$ cat config.mk
export PLATFORM = sky130hd
export DESIGN_NAME = ahb_lite_resp_mux
export DESIGN_NICKNAME = d
export VERILOG_FILES = /design/src/rtl/ahb_lite_resp_mux.sv
export SDC_FILE = /design/constraint.sdc
export NUM_CORES = 1
export LEC_CHECK = 0
export ABC_AREA = 1
export CAP_MARGIN = 20
export CORE_MARGIN = 3
export CORE_UTILIZATION = 28
export DETAILED_ROUTE_END_ITERATION = 7
export PLACE_DENSITY = 0.89
export SLEW_MARGIN = 20
export SYNTH_ARGS = -nofsm -noshare
export SYNTH_HDL_FRONTEND = slang
export SYNTH_SLANG_ARGS = --single-unit
$ cat constraint.sdc
create_clock -name HCLK -period 1.6 [get_ports HCLK]
set_input_delay 0.32 -clock HCLK [delete_from_list [all_inputs] [get_ports HCLK]]
set_output_delay 0.32 -clock HCLK [all_outputs]
set_load 0.02 [all_outputs]
$ cat src/rtl/ahb_lite_resp_mux.sv
// AHB-Lite response multiplexer: routes the data phase of NUM_SLAVES slaves back to the master and
// contains a default slave for ERROR responses. Define AHB_RESP_MUX_TIMEOUT_EN for the wait-state timeout.
module ahb_lite_resp_mux #(
   parameter int unsigned NUM_SLAVES     = 4,
   parameter int unsigned DATA_WIDTH     = 32,
   parameter int unsigned TIMEOUT_CYCLES = 255
) (
   input  logic                             HCLK,
   input  logic                             HRESETn,
   input  logic [NUM_SLAVES-1:0]            HSEL,
   input  logic [1:0]                       HTRANS,
   input  logic [NUM_SLAVES*DATA_WIDTH-1:0] HRDATA_S,
   input  logic [NUM_SLAVES-1:0]            HREADYOUT_S,
   input  logic [NUM_SLAVES-1:0]            HRESP_S,
   output logic [DATA_WIDTH-1:0]            HRDATA,
   output logic                             HREADY,
   output logic                             HRESP,
   output logic                             TIMEOUT
);

   if (NUM_SLAVES < 1 || NUM_SLAVES > 16) begin : g_bad_num_slaves
      $error("ahb_lite_resp_mux: NUM_SLAVES must be 1..16");
   end
   if (DATA_WIDTH != 32 && DATA_WIDTH != 64) begin : g_bad_data_width
      $error("ahb_lite_resp_mux: DATA_WIDTH must be 32 or 64");
   end
   if (TIMEOUT_CYCLES < 2 || TIMEOUT_CYCLES > 65535) begin : g_bad_timeout
      $error("ahb_lite_resp_mux: TIMEOUT_CYCLES must be 2..65535");
   end

   typedef enum logic [1:0] {
      IDLE = 2'd0,
      ERR1 = 2'd1,
      ERR2 = 2'd2
   } def_state_e;

   localparam logic [NUM_SLAVES-1:0] SEL_ONE = NUM_SLAVES'(1);

   logic [NUM_SLAVES-1:0] sel_q;
   logic                  def_q;
   def_state_e            state_q;
   def_state_e            state_d;
   logic                  sel_onehot;
   logic                  cap_def;
   logic                  timeout_hit;
   logic [DATA_WIDTH-1:0] route_data;
   logic                  route_ready;
   logic                  route_resp;
   logic                  unused_htrans;

   // Only HTRANS[1] distinguishes active (NONSEQ/SEQ) from IDLE/BUSY.
   assign unused_htrans = HTRANS[0];

   assign sel_onehot = (HSEL != '0) && ((HSEL & (HSEL - SEL_ONE)) == '0);
   assign cap_def    = HTRANS[1] && !sel_onehot;

   // AND-OR mux; sel_q is one-hot or zero, so at most one slave contributes.
   always_comb begin
      // NOTE: every always_comb output gets a default first so no path can infer a latch.
      route_data  = '0;
      route_ready = 1'b0;
      route_resp  = 1'b0;
      for (int i = 0; i < NUM_SLAVES; i++) begin
         if (sel_q[i]) begin
            route_data  = route_data | HRDATA_S[i*DATA_WIDTH +: DATA_WIDTH];
            route_ready = route_ready | HREADYOUT_S[i];
            route_resp  = route_resp | HRESP_S[i];
         end
      end
   end

   // def_q is set for exactly the ERR1/ERR2 cycles; the FSM only tells them apart.
   always_comb begin
      HRDATA = '0;
      HREADY = 1'b1;
      HRESP  = 1'b0;
      if (def_q) begin
         HRESP  = 1'b1;
         HREADY = (state_q == ERR2);
      end else if (sel_q != '0) begin
         HRDATA = route_data;
         HREADY = route_ready;
         HRESP  = route_resp;
      end
   end

   always_comb begin
      state_d = state_q;
      case (state_q)
         IDLE:    if ((HREADY && cap_def) || timeout_hit) state_d = ERR1;
         ERR1:    state_d = ERR2;
         ERR2:    state_d = cap_def ? ERR1 : IDLE;
         default: state_d = IDLE;
      endcase
   end

   always_ff @(posedge HCLK or negedge HRESETn) begin
      if (!HRESETn) begin
         sel_q   <= '0;
         def_q   <= 1'b0;
         state_q <= IDLE;
      end else begin
         // NOTE: state registers use non-blocking assignments so every flop samples pre-edge values.
         state_q <= state_d;
         if (HREADY) begin
            sel_q <= (HTRANS[1] && sel_onehot) ? HSEL : '0;
            def_q <= cap_def;
         end else if (timeout_hit) begin
            sel_q <= '0;
            def_q <= 1'b1;
         end
      end
   end

`ifdef AHB_RESP_MUX_TIMEOUT_EN
   localparam logic [15:0] WAIT_LAST = 16'(TIMEOUT_CYCLES - 1);

   logic [15:0] wait_q;
   logic        timeout_q;
   logic        slave_stall;

   // A stalled routed slave is the only source of HREADY = 0 outside the default sequence.
   assign slave_stall = (sel_q != '0) && !route_ready;
   assign timeout_hit = slave_stall && (wait_q == WAIT_LAST);

   always_ff @(posedge HCLK or negedge HRESETn) begin
      if (!HRESETn) begin
         wait_q    <= '0;
         timeout_q <= 1'b0;
      end else begin
         timeout_q <= timeout_hit;
         if (HREADY) begin
            wait_q <= '0;
         end else if (slave_stall) begin
            wait_q <= wait_q + 16'd1;
         end
      end
   end

   assign TIMEOUT = timeout_q;
`else
   assign timeout_hit = 1'b0;
   assign TIMEOUT     = 1'b0;
`endif

endmodule

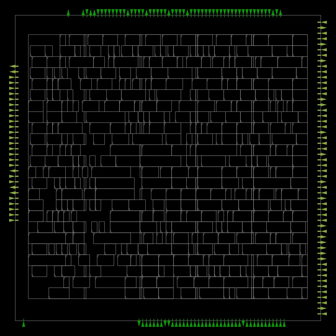
*Cell outlines without signal wires*
Flops: 7
post-layout util: 84.8%

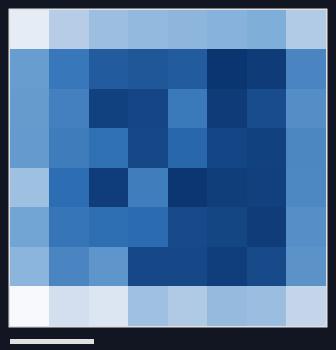
*Cell density map*
Scale bar: 20 um. 8 x 8 tiles, from white (low) to dark blue (high), 0 to 100% covered.
tiles over 75% full = 41%
emptiest ninth of the die = south-west
mean over tiles = 66%
Core ar.: 4500 um2
Initial Util: 30.0%

==> run_results.csv <==
group,metric,value,unit
outcome,status,"complete, but fails checks",
outcome,violations,"negative setup slack",
job,cap_viol_max_count,0,
yosys,edf_count,0,
placed_design,place_inst,471,
finish,final_cells,489,
sta,holdWs,0.342,ns
finish,comb_share,36.6,%
critical_path,cpPeakStageDelay,0.45,ns
power_and_ir_drop,p_clk,0.262,mW
yosys,ys_top_logic_family,"simple AND/OR/NAND/NOR gates",
critical_path,critical_path_depth,5,
finish,diodes,0,
yosys,synthCells,249,
finish,lay_top_count,"clkdlybuf4s50_1",
power_and_ir_drop,fin_total_pwr,0.857,mW
global_routing,grt_use_met1,29.9,%
critical_path,path_cells,"buf_12, buf_6, nand2_1, a41oi_2, buf_4",
placed_design,place_congestion,0.809,
clock_tree,root_buffer,"clkbuf_8",
critical_path,cp.arrival,1.56,ns
global_routing,antenna_found_initial,0,
sta,finalSetupViolations,31,
clock_tree,hold_buffers,0,
route,met3_length,1360,um
placed_design,place_ws,-0.466,ns
critical_path,timing.rr.start,"sel_q[0]",
route,wl_met2,5280,um
power_and_ir_drop,p_int,0.660,mW
route,antenna_left,0,
finish,largest_reg_flops,4,
critical_path,crit_slowest_cell,"dfrtp_2",
route,top_layer_used,"met4",
sta,rsz0062_at_grt,"true",
route,wl_met1,3680,um
yosys,mux_area_share,0,%
global_routing,overflow,0,
route,vias,2833,
sta,tns,-1.58,ns
yosys,synth_cell_types,19,
sta,fin_ws,-0.275,ns
placed_design,portBuffers,176,
yosys,yosysCellCount,249,
route,via_per_inst,5.79,
yosys,synthAdderAreaFrac,0,%
global_routing,grt_max_degree,25,
yosys,synth_flops,7,
route,first_iter_violations,296,
sta,max_freq,0.533,GHz
critical_path,cp.required,1.28,ns
finish,nClkBuffers,4,
critical_path,crit_fanout,7,
power_and_ir_drop,p_seq,0.178,mW
finish,num-nonclk-inverters,11,
power_and_ir_drop,comb_power_share,48.7,%
finish,lay_top_cells,"clkdlybuf4s50_1 (140), nand2_1 (120), buf_4 (34), a41oi_2 (27), nand2_4 (20)",
yosys,common_cells,"nand2_1 (156), a41oi_1 (32), buf_2 (13)",
yosys,avgSynthCellArea,5.43,um2
yosys,simple_gate_share,52.4,%
critical_path,cp-startpoint,"sel_q[0]",
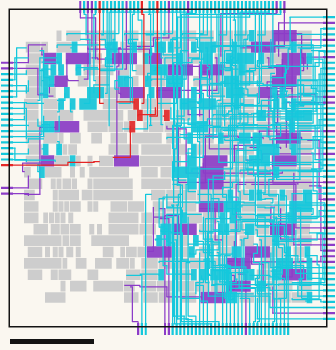
*Nets reached from selected ports*
Scale bar: 20 um.
`HRDATA` -> purple  # direction output, end cells 32, buffers 32, wire 1060 um
`HRESP_S` -> red  # direction input, end cells 4, buffers 4, wire 117 um
`HRDATA_S` -> cyan  # direction input, end cells 128, buffers 128, wire 4460 um

